===== src/rtl/knap_search.sv =====
// Exhaustive 0/1 knapsack subset search over a small configurable item table.
// Optional KNAP_FEASIBLE_CNT_EN enables the saturating feasible-subset counter.
//
// state | meaning
// IDLE  | waiting for start; results from last search held
// SCAN  | issuing one subset mask per cycle, ascending
// DRAIN | flushing the sum/compare pipeline after the last mask
// DONE  | one-cycle completion, done asserted
module knap_search #(
   parameter int N_ITEMS = 5,
   parameter int VAL_W   = 8,
   parameter int WT_W    = 8,
   localparam int IDX_W  = (N_ITEMS > 1) ? $clog2(N_ITEMS) : 1
) (
   input  logic                clk,
   input  logic                rst_n,
   input  logic                cfg_we,
   input  logic [IDX_W-1:0]    cfg_idx,
   input  logic [VAL_W-1:0]    cfg_value,
   input  logic [WT_W-1:0]     cfg_weight,
   input  logic [VAL_W+4:0]    min_value,
   input  logic [WT_W+4:0]     max_weight,
   input  logic                start,
   output logic                busy,
   output logic                done,
   output logic                best_found,
   output logic [N_ITEMS-1:0]  best_mask,
   output logic [VAL_W+4:0]    best_value,
   output logic [WT_W+4:0]     best_weight,
   output logic [N_ITEMS:0]    feasible_cnt
);

   typedef enum logic [1:0] {IDLE, SCAN, DRAIN, DONE} state_t;

   state_t               state;
   logic [VAL_W-1:0]     val_tab [N_ITEMS];
   logic [WT_W-1:0]      wt_tab  [N_ITEMS];
   logic [N_ITEMS-1:0]   cnt;
   logic [N_ITEMS-1:0]   mask_q;
   logic [N_ITEMS-1:0]   tot_mask;
   logic                 vld_iss;
   logic                 vld_sum;
   logic [VAL_W+4:0]     min_q;
   logic [WT_W+4:0]      max_q;
   logic [VAL_W+4:0]     sum_v;
   logic [WT_W+4:0]      sum_w;
   logic [VAL_W+4:0]     tot_v;
   logic [WT_W+4:0]      tot_w;
   logic                 feas;
   logic                 better;
   logic                 start_ok;

   assign start_ok = (state == IDLE) && start;

   // Table is frozen while a search runs; indices past N_ITEMS match no entry.
   always_ff @(posedge clk or negedge rst_n) begin
      if (!rst_n) begin
         for (int i = 0; i < N_ITEMS; i++) begin
            val_tab[i] <= '0;
            wt_tab[i]  <= '0;
         end
      end else if (cfg_we && !busy) begin
         for (int i = 0; i < N_ITEMS; i++) begin
            if (cfg_idx == IDX_W'(i)) begin
               val_tab[i] <= cfg_value;
               wt_tab[i]  <= cfg_weight;
            end
         end
      end
   end

   always_comb begin
      sum_v = '0;
      sum_w = '0;
      for (int i = 0; i < N_ITEMS; i++) begin
         if (mask_q[i]) begin
            sum_v = sum_v + {5'd0, val_tab[i]};
            sum_w = sum_w + {5'd0, wt_tab[i]};
         end
      end
   end

   // Strict improvement only, so among full ties the earlier (lower) mask wins.
   always_comb begin
      feas   = vld_sum && (tot_v >= min_q) && (tot_w <= max_q);
      better = !best_found || (tot_v > best_value) ||
               ((tot_v == best_value) && (tot_w < best_weight));
   end

   always_ff @(posedge clk or negedge rst_n) begin
      if (!rst_n) begin
         state       <= IDLE;
         busy        <= 1'b0;
         done        <= 1'b0;
         cnt         <= '0;
         mask_q      <= '0;
         tot_mask    <= '0;
         vld_iss     <= 1'b0;
         vld_sum     <= 1'b0;
         min_q       <= '0;
         max_q       <= '0;
         tot_v       <= '0;
         tot_w       <= '0;
         best_found  <= 1'b0;
         best_mask   <= '0;
         best_value  <= '0;
         best_weight <= '0;
      end else begin
         done     <= 1'b0;
         tot_v    <= sum_v;
         tot_w    <= sum_w;
         tot_mask <= mask_q;
         vld_sum  <= vld_iss;
         if (feas && better) begin
            best_found  <= 1'b1;
            best_mask   <= tot_mask;
            best_value  <= tot_v;
            best_weight <= tot_w;
         end
         case (state)
            IDLE: begin
               if (start) begin
                  state       <= SCAN;
                  busy        <= 1'b1;
                  min_q       <= min_value;
                  max_q       <= max_weight;
                  cnt         <= '0;
                  vld_iss     <= 1'b0;
                  vld_sum     <= 1'b0;
                  best_found  <= 1'b0;
                  best_mask   <= '0;
                  best_value  <= '0;
                  best_weight <= '0;
               end
            end
            SCAN: begin
               mask_q  <= cnt;
               vld_iss <= 1'b1;
               if (&cnt) begin
                  state <= DRAIN;
               end else begin
                  cnt <= cnt + 1'b1;
               end
            end
            DRAIN: begin
               vld_iss <= 1'b0;
               if (vld_sum && !vld_iss) begin
                  state <= DONE;
                  busy  <= 1'b0;
                  done  <= 1'b1;
               end
            end
            DONE: begin
               state <= IDLE;
            end
            default: begin
               state <= IDLE;
               busy  <= 1'b0;
            end
         endcase
      end
   end

`ifdef KNAP_FEASIBLE_CNT_EN
   logic [N_ITEMS:0] fcnt;

   always_ff @(posedge clk or negedge rst_n) begin
      if (!rst_n) begin
         fcnt <= '0;
      end else if (start_ok) begin
         fcnt <= '0;
      end else if (feas && !(&fcnt)) begin
         fcnt <= fcnt + 1'b1;
      end
   end

   assign feasible_cnt = fcnt;
`else
   assign feasible_cnt = '0;
`endif

endmodule


===== config.mk =====
export PLATFORM = sky130hd
export DESIGN_NAME = knap_search
export DESIGN_NICKNAME = d
export VERILOG_FILES = /design/src/rtl/knap_search.sv
export SDC_FILE = /design/constraint.sdc
export NUM_CORES = 1
export LEC_CHECK = 0
export CORE_UTILIZATION = 45
export CTS_CLUSTER_DIAMETER = 100
export DETAILED_ROUTE_END_ITERATION = 8
export GPL_TIMING_DRIVEN = 0
export REMOVE_ABC_BUFFERS = 1
export SLEW_MARGIN = 0
export SYNTH_ARGS = -nofsm -noshare
export SYNTH_HDL_FRONTEND = slang
export SYNTH_SLANG_ARGS = --single-unit
export TNS_END_PERCENT = 30

===== constraint.sdc =====
create_clock -name clk -period 9.2 [get_ports clk]
set_clock_uncertainty 0.05 [all_clocks]
set_input_delay 1.84 -clock clk [delete_from_list [all_inputs] [get_ports clk]]
set_output_delay 1.84 -clock clk [all_outputs]
set_load 0.01 [all_outputs]

Figure 1. Met2 routing (run 1).
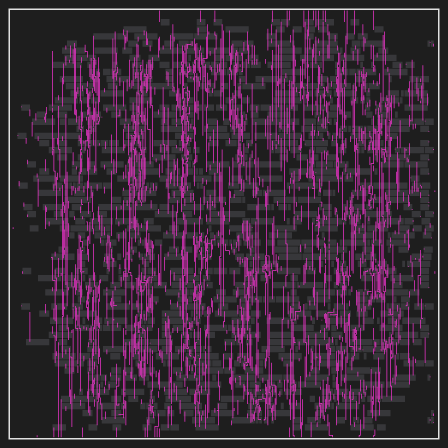
- nets with wire on the layer: 1132
- share of all routed wire: 45%
- wire length on this layer: 10900 um

Figure 2. The metal 1 layer (run 1).
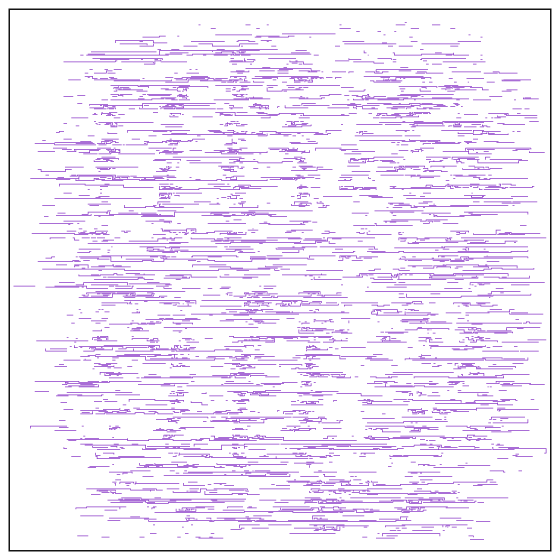
- share of all routed wire: 51%
- nets with wire on the layer: 1274
- wire length on this layer: 12400 um
- longest straight run: 42.8 um
- main direction: horizontal

Figure 3. Cell outlines without signal wires (run 1).
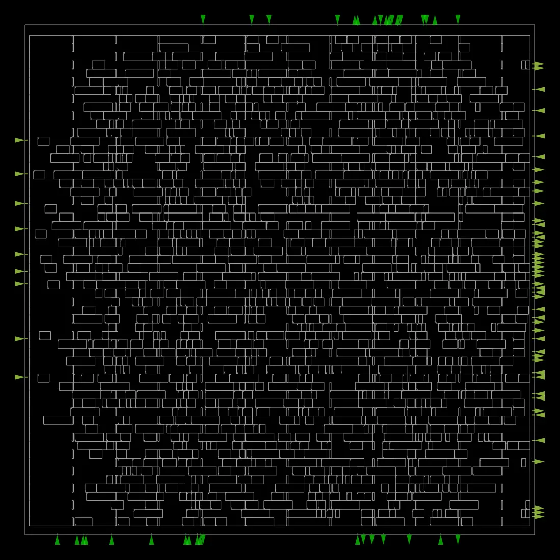
filler cell count: 2277
flop share of the area: 33.8%
TAP cells: 330
utilization after layout: 53.3%
Core Box Area: 0.0254 mm2

Figure 4. Where the registers sit (run 1).
Other sequential cells in the stronger gray, the rest of the logic in the fainter gray.
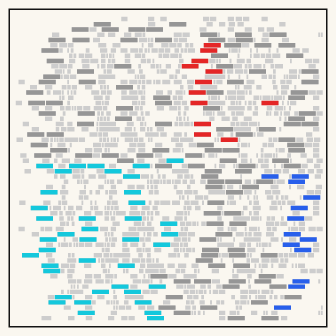
- red: tot_v (flops 12; where top middle)
- cyan: wt_tab (flops 40)
- blue: max_q (flops 13)

==> impl_metrics.ini, run 1 <==
; implementation run metrics
[logic_synthesis]
synthTopLogicFamily = multiplexers
ys_seq_share_pct = 38.9
ys_sh_xor_pct = 2.97
edf_count = 0
ys_warn_count = 0
ys_sh_simple_pct = 9.81
yosys_cells = 1133
async_flop_share_pct = 100
ys_ff = 183

[layout]
comb_area_mm2 = 0.00674
layout.cells.non_filler = 1547
largestClassByArea = multi-input combinational cells
clkCellAreaFrac_pct = 4.56
non_clock_inverter_count = 81
comb_area_share_pct = 49.8
antenna-diode-count = 0
drive_gt1_share_pct = 15.0

[route]
vias_per_cell = 5.34
drt_iter0_markers = 424
wl_met2_um = 10900
wl_um = 24100
dr.pass1.iters = 4
ant_nets = 0

[placement]
io_buffers = 82
place_ws_ps = 2820
placed_cells = 1515

[floorplan]
fp-row-count = 58
fp_util_pct = 46.4
fp.dieW_um = 164

[min_path]
hp-class = reg -> reg
hold_end = best_mask[4]$_DFF_PN0_
hold_depth = 2
hp-start = tot_mask[4]$_DFF_PN0_

[critical_path]
r2r_start = mask_q[0]$_DFFE_PN0P_
path_depth = 26
critPathBufInv = 1
cp-start-kind = flop
crit_type = reg -> reg
reg2reg_slack_ps = 2780
worstRegToRegCells = 26
slowest_stage = dfrtp_1
crit_end = tot_v[9]$_DFF_PN0_
cp-startpoint = mask_q[0]$_DFFE_PN0P_
crit_family = AND-OR/OR-AND gates

[global_routing]
grt_busiest_layer = met2
grt_pass1_wl_um = 40600
grt_pass1_vias = 8147
grt_overflow = 0
grt_usage_pct = 19.1
use_met2_pct = 31.0
antenna_found_initial = 0

[outcome]
status = finished, final reports clean

[cts]
insertion_delay_ps = 430
clockRootBuffer = clkbuf_16
cts.sinks = 183
cts_buffers = 17
cts_tree = built
cts_hold_buf = 0

[pwr]
seqPwrFrac_pct = 35.0
finalPower_uw = 3480
seq_power_uw = 1220
p_per_area_mw_per_mm2 = 257
leakagePower_uw = 0.00661
ir_drop_v = 0.000123
p_int_uw = 2190
clock_power_share_pct = 22.0

[flow_run]
tool_warnings = 32
cap_violations = 0

[sta]
layout_setup_ws_ps = 2780
finalSetupViolations = 0
fmax_ghz = 0.156
period_minus_slack_ps = 6420
[run 1: state kept, by name (all words and copies together), names as in the netlist]
register     cells
tot_v           12
best_value      13
tot_w           12
best_mask        5
best_found       1
best_weight     13
state            2
wt_tab          40
vld_iss          1
val_tab         40
mask_q           5
max_q           13
busy             1
cnt              5
min_q           13
vld_sum          1
tot_mask         5
done             1
[run 1: synth_stat cells (4+ instances only)]
| cell type | n | area share (%) |
|---|---|---|
| o21ai_0 | 59 | 2.5 |
| buf_1 | 4 | 0.13 |
| inv_1 | 79 | 2.5 |
| xnor2_1 | 24 | 1.8 |
| nand4b_1 | 6 | 0.45 |
| a211oi_1 | 14 | 0.89 |
| nor2_1 | 46 | 1.5 |
| o211ai_1 | 4 | 0.25 |
| xor2_1 | 16 | 1.2 |
| a21o_1 | 23 | 1.5 |
| and2_1 | 13 | 0.69 |
| nor2b_1 | 19 | 1.0 |
| nor3_1 | 11 | 0.47 |
| dfrtp_1 | 183 | 39 |
| a211o_1 | 4 | 0.30 |
| fa_1 | 8 | 1.4 |
| o22ai_1 | 4 | 0.21 |
| nand3_1 | 6 | 0.25 |
| and3_1 | 4 | 0.21 |
| o31a_1 | 8 | 0.59 |
| mux2i_1 | 40 | 3.4 |
| buf_2 | 7 | 0.30 |
| clkbuf_1 | 18 | 0.57 |
| buf_4 | 6 | 0.38 |
| a21oi_1 | 41 | 1.7 |
| ha_1 | 117 | 12 |
| a31oi_1 | 8 | 0.42 |
| nand2b_1 | 11 | 0.58 |
| o21a_1 | 35 | 2.2 |
| a22o_1 | 8 | 0.59 |
| nand4_1 | 7 | 0.37 |
| mux2_2 | 129 | 12 |
| nand2_1 | 106 | 3.4 |
Figure 5. Placement density heat map (run 1).
The die is cut into 16 by 16 equal tiles; white is low, dark blue is high, 0 to 100% covered.
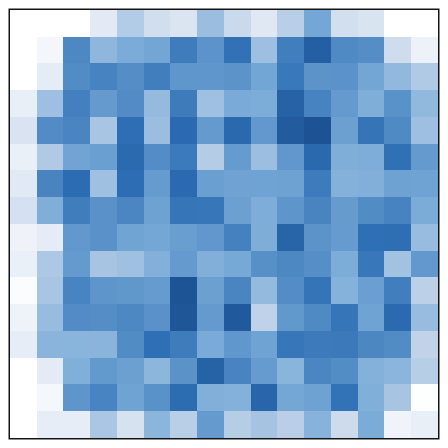

==> run 2: changes to the inputs <==
==> constraint.sdc (replaced) <==
create_clock -name clk -period 6.6 [get_ports clk]
set_clock_uncertainty 0.05 [all_clocks]
set_input_delay 1.32 -clock clk [delete_from_list [all_inputs] [get_ports clk]]
set_output_delay 1.32 -clock clk [all_outputs]
set_load 0.01 [all_outputs]
Figure 6. Placement density heat map (run 2).
The die is cut into 16 by 16 equal tiles; white is low, dark blue is high, 0 to 100% covered.
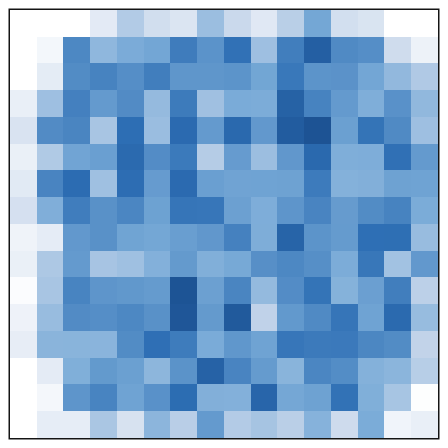
- tiles over 75% full: 7.8%
- mean over tiles: 49%
- nearly empty tiles: 4.7%

Figure 7. The metal 1 layer (run 2).
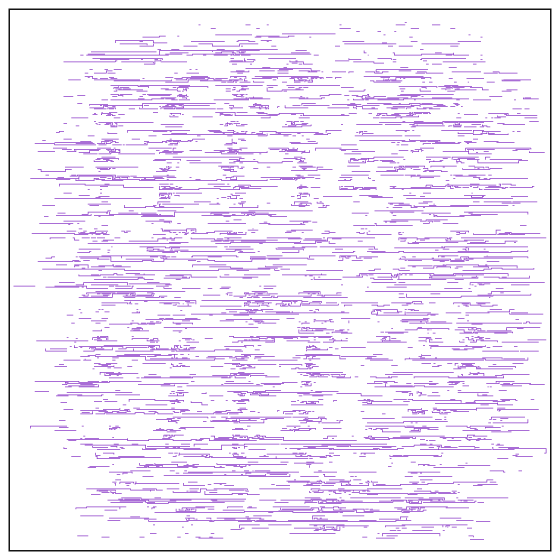
- wire length on this layer: 12400 um
- share of all routed wire: 51%

Figure 8. Where the registers sit (run 2).
Other sequential cells in the stronger gray, the rest of the logic in the fainter gray.
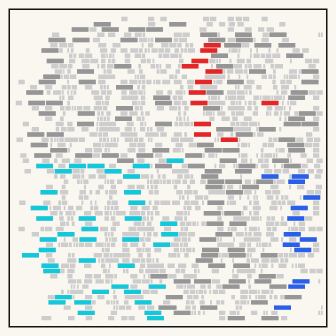
- blue: max_q (flops 13)
- red: tot_v (flops 12; where top middle)
- cyan: wt_tab (flops 40)

==> run 2 against run 1 <==
Net effect: die size is the same; non-clock buffer count is the same; global-route usage is the same; largest power group unchanged.
==> impl_metrics.ini, run 2 <==
; implementation run metrics
[outcome]
status = finished, final reports clean

[min_path]
hold_end = best_mask[4]$_DFF_PN0_
hp-start = tot_mask[4]$_DFF_PN0_
hold_depth = 2
hp-class = reg -> reg

[critical_path]
reg2reg_slack_ps = 470
r2r_start = mask_q[0]$_DFFE_PN0P_
cp-start-kind = flop
worstRegToRegCells = 26
path_max_fanout = 21
cp-startpoint = mask_q[0]$_DFFE_PN0P_
crit_type = reg -> reg
endpoint_kind = flop
required_ps = 6850
reg2reg_to = tot_v[9]$_DFF_PN0_
cp.arrival_ps = 6380
crit_end = tot_v[9]$_DFF_PN0_

[layout]
final_common_cell = dfrtp_1
drive_gt1_share_pct = 15.1
lay_top_cells = 182 x dfrtp_1, 129 x mux2_2, 117 x ha_1, 104 x nand2_1, 81 x clkdlybuf4s50_1
final_core_util_pct = 53.3
layout-area-overhead-vs-synth_pct = 14.9
largest_registers = val_tab x40, wt_tab x40
nets = 1378
antenna-diode-count = 0

[route]
drt_iter0_markers = 424
ant_nets = 0
wl_um = 24100
vias_per_cell = 5.34
dr.pass1.iters = 4
wl_per_cell_um = 15.6
remaining_drc_errors = 0
vias = 8257

[placement]
dp_hpwl_um = 17900
io_buffers = 82
gp_congestion = 0.809

[flow_run]
tool_warnings = 32
cap_violations = 0

[pwr]
p_per_area_mw_per_mm2 = 358
p_clk_uw = 1070
leakagePower_uw = 0.00661
clock_power_share_pct = 22.0
switching_share_pct = 37.1
power-top-group = combinational cells
p_int_uw = 3050
seq_power_uw = 1700
seqPwrFrac_pct = 35.0
p_comb_uw = 2080
ir_drop_v = 0.000172
combPwrFrac_pct = 42.9
p_sw_uw = 1800

[logic_synthesis]
ys_sh_simple_pct = 9.81
ys_seq_share_pct = 38.9
area_leaders = dfrtp_1 39%, ha_1 12%, mux2_2 12%, mux2i_1 3.4%, nand2_1 3.4%
synth_adder_area_share_pct = 13.9
synth.distinct_cells = 78
mux_share_pct = 16.0
yosysMostFrequentCell = dfrtp_1
top_area_share_pct = 38.9
synth.cell_area_mm2 = 0.0118
async_flop_share_pct = 100
synthTopLogicFamily = multiplexers
ys_warn_count = 0
ys_sh_xor_pct = 2.97
yosys.area_share.aoi_pct = 14.2
yosys_area_mm2 = 0.0118
synth_top_cell_by_area = dfrtp_1
ys_ff = 183
post_synth_inst_count = 1133
common_cells = 183 x dfrtp_1, 129 x mux2_2, 117 x ha_1
yosys_cells = 1133
edf_count = 0
syn_avg_cell_area_um2 = 10.4
synth_top_flop_cell = dfrtp_1

[sta]
timing.slew.headroom_pct = 26.1
fin_crit_sh_pct = 92.8
hold_violations = 0
maxSlewViolCount = 0
finalSetupViolations = 0
setup_tns_ps = 0
rsz0062_at_grt = no
period_minus_slack_ps = 6130
fmax_ghz = 0.163
worst_slew_pin_slew_ps = 1110

[floorplan]
dieHeight_um = 164
fp_util_pct = 46.4
dieArea_mm2 = 0.0268
fp-row-count = 58
fp.dieW_um = 164
boundaryPins = 89
core-area_mm2 = 0.0254

[global_routing]
grt_pass1_vias = 8147
antenna_found_initial = 0
grt_overflow = 0
grt_pass1_wl_um = 40600
grt_usage_pct = 19.1
grt_max_degree = 113

[cts]
cts.sinks = 183
clk_path_buf_depth = 2
cts_hold_buf = 0
h-tree-depth = 4
cts.clk_slew.worst_paths_ps = 70
cts_buffers = 17
clockRootBuffer = clkbuf_16
insertion_delay_ps = 430
cts_tree = built
[run 2: timing repair]
action,in CTS,in global routing
endpoints found under the setup margin,0,6
gates resized,0,1
setup buffers,0,0
hold endpoints to repair,0,0
[run 2: cell type report]
type	count	area [um2]
fill	2277	11900
multi-input combinational	837	6740
sequential	183	4580
timing repair buffer	84	881
clock buffer	19	453
tap	330	413
inverter	81	304
clock inverter	13	164
[run 2: logic make-up after synthesis]
family,Yosys count
simple gates,244
compound gates,248
fa+ha+maj,126
flops,183
other cells,1
mux,171
xor+xnor,40
buf+inv,120
[run 2: worst max-delay path: stages, from the launching register on]
cell	delay, ps
dfrtp_2	650
nand2_1	190
inv_1	90
ha_1	220
a21o_1	170
a21oi_2	180
xnor2_1	130
nand2_1	80
xor2_1	220
ha_1	370
nand2_1	60
o21ai_0	280
o31a_1	210
a21oi_1	50
mux2_2	290
ha_1	220
or2_2	290
or3_1	400
a31oi_1	230
xnor2_1	130
mux2_2	290
ha_1	300
o21a_1	120
o21ai_0	270
mux2i_1	220
o22ai_1	110
xor2_1	160
[run 2: layer usage]
metal / GRT usage, % / part of all wire (%) / vias up
met5: 0 / 0 / -
met4: 3.83 / 0.72 / 0
met3: 3.08 / 2.8 / 14
met2: 31.0 / 45 / 133
met1: 26.7 / 51 / 3924
li1: - / - / 4186
[run 2: per-stage QoR]
stage                     area (um2)  worst slack (ps)  power, uW  hold slack, ps  cells
after floorplan                11600              1180       3260             411   1101
final                          13500               472       4850             447   1547
after detailed placement       12900               221       3790             436   1515
after global routing           13500              42.8       5260             467   1547
after CTS                      13500               186       4890             448   1547
after global placement         12800             -3700       3730             426   1513
Power is estimated from default activity; no workload was simulated.
